File: config.mk
export PLATFORM = sky130hd
export DESIGN_NAME = alu_reservation_station
export DESIGN_NICKNAME = d
export VERILOG_FILES = /design/src/rtl/alu_reservation_station.sv
export SDC_FILE = /design/constraint.sdc
export NUM_CORES = 2
export LEC_CHECK = 0
export CORE_MARGIN = 2
export CORE_UTILIZATION = 30
export DETAILED_ROUTE_END_ITERATION = 10
export GPL_ROUTABILITY_DRIVEN = 0
export SLEW_MARGIN = 30
export SYNTH_ARGS = -nofsm -noshare
export SYNTH_HDL_FRONTEND = slang
export SYNTH_SLANG_ARGS = --single-unit
File: constraint.sdc
create_clock -name clk -period 12.3 [get_ports clk]
set_input_delay 2.46 -clock clk [delete_from_list [all_inputs] [get_ports clk]]
set_output_delay 2.46 -clock clk [all_outputs]
set_load 0.01 [all_outputs]
File: src/rtl/alu_reservation_station.sv
// alu_reservation_station: buffers renamed ALU/branch ops until both operands
// resolve, then issues the lowest ready slot to a single-cycle ALU each cycle.
module alu_reservation_station #(
    parameter int ENTRIES = 4
) (
    input  logic        clk,
    input  logic        rst,
    input  logic        flush,
    input  logic [4:0]  op_in,
    input  logic [31:0] value1_in,
    input  logic [31:0] value2_in,
    input  logic [2:0]  query1_in,
    input  logic [2:0]  query2_in,
    input  logic [2:0]  target_in,
    input  logic [2:0]  mem_num,
    input  logic [31:0] mem_value,
    output logic        rs_full,
    output logic [2:0]  alu_num,
    output logic [31:0] alu_value,
    output logic        drop
);
    localparam int IW = $clog2(ENTRIES);
    localparam int CW = $clog2(ENTRIES + 1);

    localparam logic [4:0] OP_ADD  = 5'b00000, OP_AND  = 5'b00001, OP_OR   = 5'b00010;
    localparam logic [4:0] OP_SLL  = 5'b00011, OP_SRL  = 5'b00100, OP_SLT  = 5'b00101;
    localparam logic [4:0] OP_SLTU = 5'b00110, OP_SRA  = 5'b00111, OP_SUB  = 5'b01000;
    localparam logic [4:0] OP_XOR  = 5'b01001, OP_BEQ  = 5'b01010, OP_BGE  = 5'b01011;
    localparam logic [4:0] OP_BNE  = 5'b01100, OP_BGEU = 5'b01101, OP_JALR = 5'b10001;
    localparam logic [4:0] OP_BLT  = 5'b11010, OP_BLTU = 5'b11011;

    typedef struct packed {
        logic        busy;
        logic [4:0]  op;
        logic [31:0] v1;
        logic [2:0]  q1;
        logic [31:0] v2;
        logic [2:0]  q2;
        logic [2:0]  tag;
    } entry_t;

    entry_t        entry_q [ENTRIES];
    entry_t        entry_d [ENTRIES];
    logic [2:0]    alu_num_q, alu_num_d;
    logic [31:0]   alu_value_q, alu_value_d;
    logic          drop_q, drop_d;

    logic          sel_found, free_found;
    logic [IW-1:0] sel_idx, free_idx;
    logic [CW-1:0] free_cnt;

    function automatic logic op_legal(input logic [4:0] op);
        case (op)
            OP_ADD, OP_AND, OP_OR, OP_SLL, OP_SRL, OP_SLT, OP_SLTU, OP_SRA, OP_SUB,
            OP_XOR, OP_BEQ, OP_BGE, OP_BNE, OP_BGEU, OP_JALR, OP_BLT, OP_BLTU:
                op_legal = 1'b1;
            default: op_legal = 1'b0;
        endcase
    endfunction

    function automatic logic [31:0] alu_exec(input logic [4:0] op, input logic [31:0] a,
                                             input logic [31:0] b);
        alu_exec = '0;
        case (op)
            OP_ADD:  alu_exec = a + b;
            OP_SUB:  alu_exec = a - b;
            OP_AND:  alu_exec = a & b;
            OP_OR:   alu_exec = a | b;
            OP_XOR:  alu_exec = a ^ b;
            OP_SLL:  alu_exec = a << b[4:0];
            OP_SRL:  alu_exec = a >> b[4:0];
            OP_SRA:  alu_exec = $signed(a) >>> b[4:0];
            OP_SLT:  alu_exec = {31'd0, $signed(a) < $signed(b)};
            OP_SLTU: alu_exec = {31'd0, a < b};
            OP_BEQ:  alu_exec = {31'd0, a == b};
            OP_BNE:  alu_exec = {31'd0, a != b};
            OP_BGE:  alu_exec = {31'd0, $signed(a) >= $signed(b)};
            OP_BLT:  alu_exec = {31'd0, $signed(a) < $signed(b)};
            OP_BGEU: alu_exec = {31'd0, a >= b};
            OP_BLTU: alu_exec = {31'd0, a < b};
            OP_JALR: alu_exec = (a + b) & ~32'd1;
            default: alu_exec = '0;
        endcase
    endfunction

    // A matching load broadcast takes priority over the ALU's own broadcast.
    function automatic logic [34:0] snoop(input logic [2:0] q, input logic [31:0] v,
                                          input logic [2:0] a_num, input logic [31:0] a_val,
                                          input logic [2:0] m_num, input logic [31:0] m_val);
        if (q != 3'd0 && q == m_num)      snoop = {3'd0, m_val};
        else if (q != 3'd0 && q == a_num) snoop = {3'd0, a_val};
        else                              snoop = {q, v};
    endfunction

    always_comb begin
        sel_found  = 1'b0;
        sel_idx    = '0;
        free_found = 1'b0;
        free_idx   = '0;
        free_cnt   = '0;
        for (int i = 0; i < ENTRIES; i++) begin
            if (!sel_found && entry_q[i].busy && entry_q[i].q1 == 3'd0 && entry_q[i].q2 == 3'd0) begin
                sel_found = 1'b1;
                sel_idx   = IW'(i);
            end
            if (!entry_q[i].busy) begin
                free_cnt = free_cnt + CW'(1);
                if (!free_found) begin
                    free_found = 1'b1;
                    free_idx   = IW'(i);
                end
            end
        end
    end

    assign rs_full = (free_cnt <= CW'(1));

    // Selection and allocation both look only at pre-edge state, so a slot
    // freed by this edge's issue cannot be refilled until the next edge.
    always_comb begin
        alu_num_d   = 3'd0;
        alu_value_d = alu_value_q;
        drop_d      = 1'b0;
        for (int i = 0; i < ENTRIES; i++) begin
            entry_d[i] = entry_q[i];
            if (entry_q[i].busy) begin
                {entry_d[i].q1, entry_d[i].v1} = snoop(entry_q[i].q1, entry_q[i].v1,
                                                       alu_num_q, alu_value_q, mem_num, mem_value);
                {entry_d[i].q2, entry_d[i].v2} = snoop(entry_q[i].q2, entry_q[i].v2,
                                                       alu_num_q, alu_value_q, mem_num, mem_value);
            end
        end
        if (sel_found) begin
            alu_num_d             = entry_q[sel_idx].tag;
            alu_value_d           = alu_exec(entry_q[sel_idx].op, entry_q[sel_idx].v1, entry_q[sel_idx].v2);
            entry_d[sel_idx].busy = 1'b0;
        end
        if (op_legal(op_in)) begin
            if (free_found) begin
                entry_d[free_idx].busy = 1'b1;
                entry_d[free_idx].op   = op_in;
                entry_d[free_idx].tag  = target_in;
                {entry_d[free_idx].q1, entry_d[free_idx].v1} = snoop(query1_in, value1_in,
                                                               alu_num_q, alu_value_q, mem_num, mem_value);
                {entry_d[free_idx].q2, entry_d[free_idx].v2} = snoop(query2_in, value2_in,
                                                               alu_num_q, alu_value_q, mem_num, mem_value);
            end else begin
                drop_d = 1'b1;
            end
        end
        if (!rst || flush) begin
            for (int i = 0; i < ENTRIES; i++) entry_d[i].busy = 1'b0;
            alu_num_d   = 3'd0;
            alu_value_d = 32'd0;
            drop_d      = 1'b0;
        end
    end

    always_ff @(posedge clk) begin
        for (int i = 0; i < ENTRIES; i++) entry_q[i] <= entry_d[i];
        alu_num_q   <= alu_num_d;
        alu_value_q <= alu_value_d;
        drop_q      <= drop_d;
    end

    assign alu_num   = alu_num_q;
    assign alu_value = alu_value_q;
    assign drop      = drop_q;
endmodule

power_grid.png
Scale bar: 100 um. Pins as bars on the die edge.
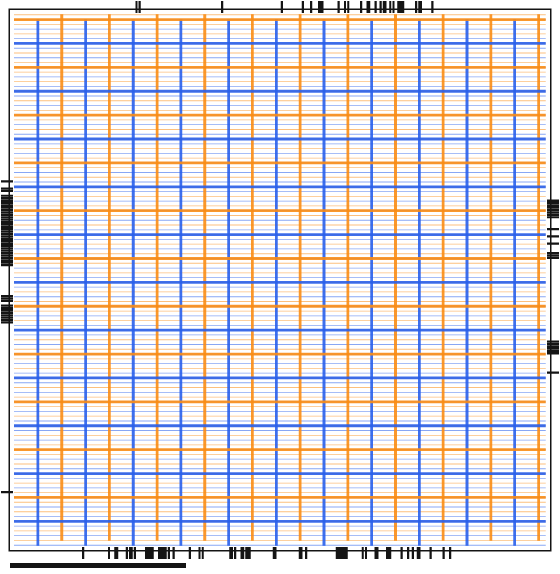
Key: VSS = blue; VDD = orange
The core has 111 rows. 22 straps on met4. 112 met1 rails follow the rows. 153 signal pins sit on the boundary.
Die Wd: 307 um
maximum vdd ir drop: 109 uV
core box area: 91400 um2
height of the die: 307 um

placement_by_type.png
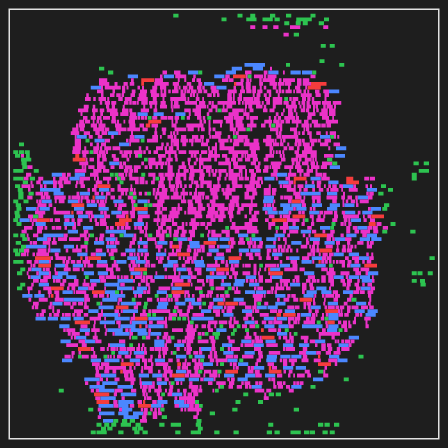
Key: other buffers and delay cells = green [cells 261, share of their area 7.8%]; combinational and other logic = magenta [cells 2943, share of their area 63%]; flops = blue [cells 352, share of their area 25%]; clock drivers and dummy loads = red [cells 80, share of their area 4.9%]
Placement Rows: 111
sequential share of cell area: 23.4%
final instance area: 31600 um2

==> reports/summary.rpt <==
SYNTHESIS
--------------------------------------------------------------------------------
Adder Area Share                                                           4.72%
Number of enable flip-flop cells                                              32
Most frequent cell after synthesis                                  sky130_fd_sc_hd__o21ai_0
Registers, synthesis                                                         352
Portion of the post-synthesis area used by sequential elements             26.7%
Post-synthesis compound-gate area fraction                                 37.2%
Cells after Synth                                                           3690
Post-synthesis chip area from yosys                                    27600 um2
Syn_area_per_cell                                                       7.48 um2
Synthesized-area fraction occupied by xor and xnor cells                   2.00%
Most instantiated cells after synthesis                             411 x sky130_fd_sc_hd__o21ai_0, 323 x sky130_fd_sc_hd__nor2_1, 322 x sky130_fd_sc_hd__clkbuf_1, 320 x sky130_fd_sc_hd__dfxtp_1, 320 x sky130_fd_sc_hd__nand2_1
Number of distinct library cells after synthesis                              85

POWER
--------------------------------------------------------------------------------
Top contributor to total power                                      combinational logic
Int Power                                                                3.09 mW
NetSw                                                                    2.33 mW
Total sequential power                                                   1.47 mW
Cell Pwr Density                                                      172 nW/um2

CRITICAL PATH
--------------------------------------------------------------------------------
Crit path buf inv count                                                        2
Kind of cell with the highest combined delay on the critical path   AND-OR/OR-AND gates
Required arrival time at the worst endpoint                             12.73 ns
Worst reg2reg startpoint                                            entry_q[1][38]
Critical Path Sink Type                                                     flop
Cell with the largest stage delay on the worst path                 sky130_fd_sc_hd__a2111oi_0
Critical Path Stages                                                          21
FF-to-FF End                                                        alu_value[28]
Destination of the critical timing path                             alu_value[28]
R2R setup slack                                                          5.64 ns
Category of the critical setup timing path                          flop to flop
Startpoint kind of the worst setup timing path                              flop

CELLS AND AREA
--------------------------------------------------------------------------------
Combinational gate area                                                18400 um2
Flop area                                                               7370 um2
Most frequent cells in the layout                                   411 x sky130_fd_sc_hd__o21ai_0, 319 x sky130_fd_sc_hd__nor2_1, 318 x sky130_fd_sc_hd__nand2_1, 318 x sky130_fd_sc_hd__dfxtp_1, 226 x sky130_fd_sc_hd__o22ai_1
Count of filler cells inserted in the layout                                9664
Filler-free cell count of the finished design                               4823

STA
--------------------------------------------------------------------------------
Count of pins over their slew limit                                            0
Worst hold margin                                                       0.501 ns
Max Clk Rate                                                             150 MHz
Time the final worst path needs with I/O delays and setup                6.66 ns
Final setup slack of the worst path                                      5.64 ns
Slew at the pin with the worst max-slew slack                            1.01 ns
Endpoints failing hold                                                         0
Slew margin rel.                                                           32.5%
Setup TNS                                                                   0 ns
RSZ-0062 raised after global routing                                       false

PLACED DESIGN
--------------------------------------------------------------------------------
Worst slack at placement                                                 5.87 ns
Post-detailed-placement cell area                                      30100 um2
Count of buffers from port buffering                                         152
Detailed-placement wirelength estimate                                   88.0 mm
Instance count after placement with tap cells included                      4742

OUTCOME
--------------------------------------------------------------------------------
Outcome                                                             finished, final reports clean

ROUTING
--------------------------------------------------------------------------------
Number of nets still failing antenna checks after routing                      0
DRC marker count from the first detailed-route iteration                    4289
Iteration count of the initial detailed-routing pass                          10

CLOCKING
--------------------------------------------------------------------------------
Clk pin slew, worst setup/hold paths                                     0.07 ns
Count of hold buffers inserted by post-cts repair                              0
Num CTS Buffers                                                               44
Number of sinks driven by the clock tree                                     352
CTS H-tree lvls                                                                2
Setup fix buffers added after clock tree synthesis                             0

GLOBAL ROUTE
--------------------------------------------------------------------------------
Via count of the first global-routing pass                                 29072
Largest net degree at the start of global routing                             92
Sum of overflow across all layers after global routing                         0

JOB
--------------------------------------------------------------------------------
Number of warnings the tools reported                                         93

HOLD PATH
--------------------------------------------------------------------------------
Type of the tightest min-delay check                                flop to flop
Worst min-delay path startpoint                                     entry_q[2][0]

FLOORPLANNING
--------------------------------------------------------------------------------
Area of the die                                                        94500 um2

clk_routes.png
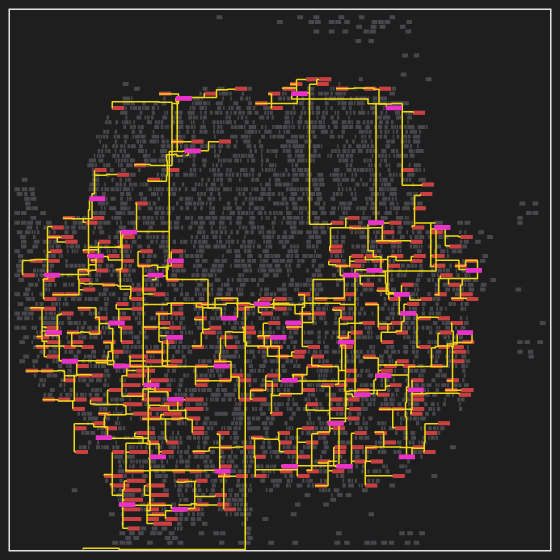
Key: flip-flops = red [count 352]; clock drivers = magenta [count 44]; clock wires = yellow [length 5700 um]
There are 45 routed clock nets.
clock network power: 1.38 mW
clock network fraction of design power: 25.4%
Clk Latency, worst-skew pair: 0.61 ns
setup clock skew after layout: 0.0246 ns

wires.png
Scale bar: 100 um.
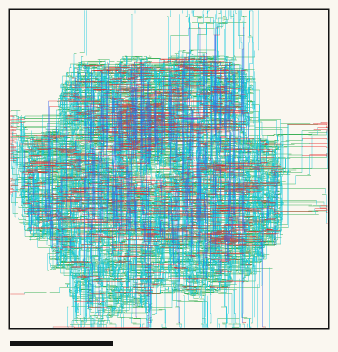
Key: metal 3 = red [wire length 15700 um]; metal 4 = blue [wire length 10900 um]; metal 5 = purple [wire length 11.0 um]; metal 1 = green [wire length 50.5 mm]; metal 2 = cyan [wire length 57.1 mm]
final wirelength: 134 mm
total number of vias: 31272
detailed-route wire length per cell: 27.8 um
Tot GR Track Use: 27.2%

[registers in the layout (all words and copies together), names as in the netlist]
| signal | count |
|---|---|
| entry_q | 316 |
| alu_num | 3 |
| drop | 1 |
| alu_value | 32 |
[cell type report]
cell class	instances	area share (%)
multi-input cells	2808	58.2
clock buffers	59	3.82
repair buffers	261	7.42
inverters	135	1.61
flip-flops and latches	352	23.4
well taps	1186	4.70
clock inverters	21	0.840
diodes	1	0.00793
[routing by layer]
layer | vias to the layer above | share of wire (%) | GRT usage, %
met5 | - | 0.0082 | 0
met4 | 2 | 8.1 | 19.0
met3 | 572 | 12 | 6.59
met2 | 2247 | 43 | 41.1
met1 | 14740 | 38 | 34.1
li1 | 13711 | - | -
Power is estimated from default activity; no workload was simulated.
